## config.mk

```make
export PLATFORM = sky130hd
export DESIGN_NAME = adder_share_ctrl
export DESIGN_NICKNAME = d
export VERILOG_FILES = /design/src/rtl/adder_share_ctrl.sv
export SDC_FILE = /design/constraint.sdc
export NUM_CORES = 1
export LEC_CHECK = 0
export CORE_MARGIN = 4
export CORE_UTILIZATION = 41
export DETAILED_ROUTE_END_ITERATION = 16
export PLACE_DENSITY = 0.83
export SYNTH_ARGS = -nofsm -noshare
export SYNTH_HDL_FRONTEND = slang
export SYNTH_SLANG_ARGS = --single-unit
```

## constraint.sdc

```tcl
create_clock -name clk -period 5.2 [get_ports clk]
set_input_delay 0.78 -clock clk [delete_from_list [all_inputs] [get_ports clk]]
set_output_delay 0.78 -clock clk [all_outputs]
set_load 0.01 [all_outputs]
```

## src/rtl/adder_share_ctrl.sv

```systemverilog
// Round-robin scheduler sharing one external 32-bit adder between two requesters.
// Registers granted operands toward the adder and returns the tagged result over valid/ready.
module adder_share_ctrl #(
  parameter int unsigned CNT_W = 16
) (
  input  logic             clk,
  input  logic             rst_n,

  input  logic             req0_valid,
  input  logic [31:0]      req0_a,
  input  logic [31:0]      req0_b,
  output logic             req0_ready,

  input  logic             req1_valid,
  input  logic [31:0]      req1_a,
  input  logic [31:0]      req1_b,
  output logic             req1_ready,

  output logic [31:0]      add_a,
  output logic [31:0]      add_b,
  input  logic [32:0]      add_r,
  input  logic             add_ovf,

  output logic             rsp_valid,
  input  logic             rsp_ready,
  output logic             rsp_id,
  output logic [31:0]      rsp_sum,
  output logic             rsp_carry,
  output logic             rsp_ovf,

  output logic             busy,
  output logic [CNT_W-1:0] ops_done
);

  typedef enum logic [1:0] {StIdle, StExec, StResp} state_e;

  state_e state_q, state_d;

  // Requester that wins when both are valid; flips to the loser on every grant.
  logic rr_prio_q, rr_prio_d;

  logic [31:0] op_a_q, op_a_d;
  logic [31:0] op_b_q, op_b_d;
  logic        op_id_q, op_id_d;

  logic [31:0] rsp_sum_q, rsp_sum_d;
  logic        rsp_carry_q, rsp_carry_d;
  logic        rsp_ovf_q, rsp_ovf_d;
  logic        rsp_id_q, rsp_id_d;

  logic [CNT_W-1:0] ops_done_q, ops_done_d;

  logic can_accept;
  logic rsp_take;
  logic grant;
  logic grant_id;

  // Arbitration
  always_comb begin
    grant_id = 1'b0;
    if (req0_valid && req1_valid) begin
      grant_id = rr_prio_q;
    end else if (req1_valid) begin
      grant_id = 1'b1;
    end
  end

  assign rsp_take   = (state_q == StResp) && rsp_ready;
  assign can_accept = (state_q == StIdle) || rsp_take;
  assign grant      = can_accept && (req0_valid || req1_valid);

  assign req0_ready = grant && !grant_id;
  assign req1_ready = grant && grant_id;

  // Next-state logic
  always_comb begin
    state_d = state_q;
    unique case (state_q)
      StIdle: begin
        if (grant) state_d = StExec;
      end
      StExec: begin
        state_d = StResp;
      end
      StResp: begin
        if (rsp_take) state_d = grant ? StExec : StIdle;
      end
      default: begin
        state_d = StIdle;
      end
    endcase
  end

  always_comb begin
    rr_prio_d = rr_prio_q;
    op_a_d    = op_a_q;
    op_b_d    = op_b_q;
    op_id_d   = op_id_q;
    if (grant) begin
      rr_prio_d = !grant_id;
      op_id_d   = grant_id;
      op_a_d    = grant_id ? req1_a : req0_a;
      op_b_d    = grant_id ? req1_b : req0_b;
    end
  end

  // Response capture happens only in EXEC, so fields hold through backpressure.
  always_comb begin
    rsp_sum_d   = rsp_sum_q;
    rsp_carry_d = rsp_carry_q;
    rsp_ovf_d   = rsp_ovf_q;
    rsp_id_d    = rsp_id_q;
    if (state_q == StExec) begin
      rsp_sum_d   = add_r[31:0];
      rsp_carry_d = add_r[32];
      rsp_ovf_d   = add_ovf;
      rsp_id_d    = op_id_q;
    end
  end

  always_comb begin
    ops_done_d = ops_done_q;
    if (rsp_take) ops_done_d = ops_done_q + {{(CNT_W-1){1'b0}}, 1'b1};
  end

  always_ff @(posedge clk or negedge rst_n) begin
    if (!rst_n) begin
      state_q     <= StIdle;
      rr_prio_q   <= 1'b0;
      op_a_q      <= '0;
      op_b_q      <= '0;
      op_id_q     <= 1'b0;
      rsp_sum_q   <= '0;
      rsp_carry_q <= 1'b0;
      rsp_ovf_q   <= 1'b0;
      rsp_id_q    <= 1'b0;
      ops_done_q  <= '0;
    end else begin
      state_q     <= state_d;
      rr_prio_q   <= rr_prio_d;
      op_a_q      <= op_a_d;
      op_b_q      <= op_b_d;
      op_id_q     <= op_id_d;
      rsp_sum_q   <= rsp_sum_d;
      rsp_carry_q <= rsp_carry_d;
      rsp_ovf_q   <= rsp_ovf_d;
      rsp_id_q    <= rsp_id_d;
      ops_done_q  <= ops_done_d;
    end
  end

  assign add_a     = op_a_q;
  assign add_b     = op_b_q;
  assign rsp_valid = (state_q == StResp);
  assign rsp_id    = rsp_id_q;
  assign rsp_sum   = rsp_sum_q;
  assign rsp_carry = rsp_carry_q;
  assign rsp_ovf   = rsp_ovf_q;
  assign busy      = (state_q == StExec) || (state_q == StResp);
  assign ops_done  = ops_done_q;

endmodule

```

**PDN straps and rails**

The bar under the picture is 20 microns long. Pins as bars on the die edge.
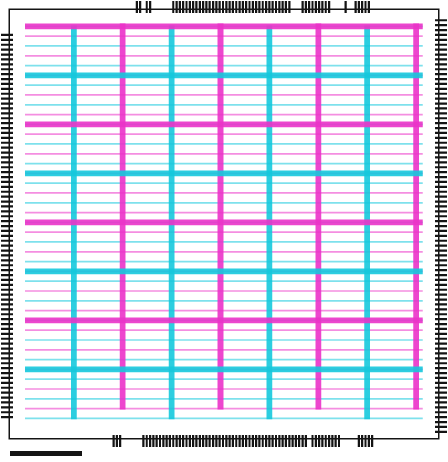
- cyan: VSS
- magenta: VDD
- rows: 40
- met1 rails: 41
- signal pins: 286

==> flow_metrics.env <==
# source this file to load flow results
export IMPL_antenna_found_initial=0
export IMPL_ant_nets=0
export IMPL_comb_cells=224
export IMPL_clock_sinks=119
export IMPL_relSlewSlack_pct=31.9
export IMPL_clk_share_pct=7.18
export IMPL_pre_cts_ws_ns=2.00
export IMPL_die_area_sq_um=14100
export IMPL_crit_path_max_fanout=6
export IMPL_seq_power_w=0.00160
export IMPL_ios=286
export IMPL_synth_top_area_share_pct=59.2
export IMPL_powerComb_w=0.00235
export IMPL_clock_skew_ns=0.00608
export IMPL_sh_comb_area_pct=22.1
export IMPL_synth_top_cell_by_count="dfrtp_1"
export IMPL_max_vdd_ir_drop_uv=394
export IMPL_diodes=0
export IMPL_crit_family="buffers and inverters"
export IMPL_dominant_cells="flip-flops and latches"
export IMPL_hold_viol=0
export IMPL_post_dp_cell_area_sq_um=7960
export IMPL_end_kind="primary output"
export IMPL_crit_buf_inv=2
export IMPL_area_delta_synth_final_pct=70.4
export IMPL_utilization_pct=71.4
export IMPL_syn_inst=371
export IMPL_vias=4343
export IMPL_ys_top_cells_by_count="119 x dfrtp_1, 66 x a21o_1, 65 x a22o_1"
export IMPL_post_cts_buffers=0
export IMPL_power_w=0.00517
export IMPL_edf_count=0
export IMPL_synth_distinct_cells=26
export IMPL_final_net_count=828
export IMPL_swShare_pct=31.1
export IMPL_cp_arrival_ns=2.37
export IMPL_timing_setup_critical_path_class="input port to primary output"
export IMPL_grt_max_degree=83
export IMPL_clk_pin_slew_ns=0.05
export IMPL_route_met2_wl_microns=8300
export IMPL_flops=119
export IMPL_worstMarginPinSlew_ns=1.02
export IMPL_instances_no_fill=815
export IMPL_whs_ns=0.484
export IMPL_switchingPower_w=0.00161
export IMPL_nNonClkBuffers=290
export IMPL_yosysChipArea_sq_um=5030
export IMPL_synthTopCellsByArea="dfrtp_1 59%, a22o_1 11%, a21o_1 9.8%, mux2_2 8.3%, xnor2_1 2.1%"
export IMPL_fin_area_sq_um=8570
export IMPL_dpl_hpwl_microns=11800
export IMPL_timing_fmax_ghz=0.318
export IMPL_nNonClkInverters=3
export IMPL_drtIter0Drc=317
export IMPL_status="finished clean"
export IMPL_combPwrFrac_pct=45.5
export IMPL_route_top_layer_used="met4"
export IMPL_lay_top_cells="284 x clkdlybuf4s50_1, 119 x dfrtp_1, 66 x a21o_1, 65 x a22o_1, 37 x mux2_2"
export IMPL_cts_made_buffers=17
export IMPL_intPower_w=0.00356
export IMPL_cp_startpoint="rsp_ready"
export IMPL_grt_pass1_wl_microns=25400
export IMPL_hold_buffers=0
export IMPL_vias_per_cell=5.33
export IMPL_grt_usage_pct=23.0
export IMPL_syn_mean_instance_area_sq_um=13.6
export IMPL_drc=0
export IMPL_logic_area_sq_um=1900
export IMPL_cp_cell_sequence="clkdlybuf4s50_1 > a21oi_2 > a211oi_4 > clkdlybuf4s50_1"
export IMPL_finalSetupViolCount=0
export IMPL_path_depth=4
export IMPL_h_tree_depth=4
export IMPL_clkbuf_count=23
export IMPL_wl_met3_microns=1700
export IMPL_reg2reg_from="state_q[0]"
export IMPL_power_top_group="combinational logic"
export IMPL_power_density_nw_per_um2=603
export IMPL_worst_slack_ns=2.05
export IMPL_clock_path_buffers=2
export IMPL_placement_rows=40
export IMPL_reg2regPathDepth=7
export IMPL_tns_ns=0
export IMPL_critPathLaunchType="input port"
export IMPL_async_reset_ff_share_pct=100
export IMPL_crit_path_frequent_cell="clkdlybuf4s50_1"
export IMPL_wl_met1_microns=5820
**Placement by cell class**

The bar under the picture is 20 microns long.
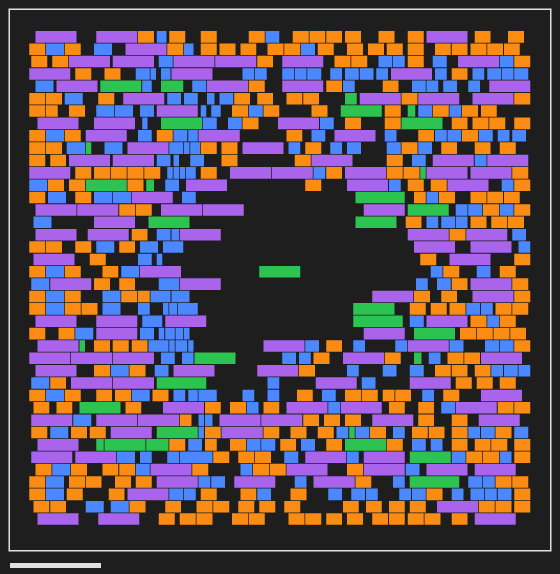
- orange: remaining buffers and delay cells (cells 290)
- blue: remaining logic cells (cells 227)
- green: clock drivers and dummy loads (cells 32)
- purple: registers (cells 119)

## logic make-up after synthesis
family / count (synthesis) / synth area share, %
multiplexers: 37 / 8.28
XOR/XNOR: 15 / 2.61
adder cells (fa/ha/maj): 6 / 1.49
AND-OR/OR-AND: 137 / 22.0
buffers and inverters: 28 / 3.41
flip-flops: 119 / 59.2
AND/OR/NAND/NOR: 29 / 3.01
## layer usage
| layer | vias up | GRT usage, % |
|---|---|---|
| met5 | - | 0 |
| met4 | 0 | 7.97 |
| met3 | 21 | 10.0 |
| met2 | 229 | 40.2 |
| met1 | 2155 | 24.8 |
| li1 | 1938 | - |
## registers in the layout, indices dropped and copies added (netlist names)
name,flops
add_b,32
add_a,32
rr_prio_q,1
rsp_id,1
state_q,2
ops_done,16
rsp_ovf,1
op_id_q,1
rsp_carry,1
rsp_sum,32
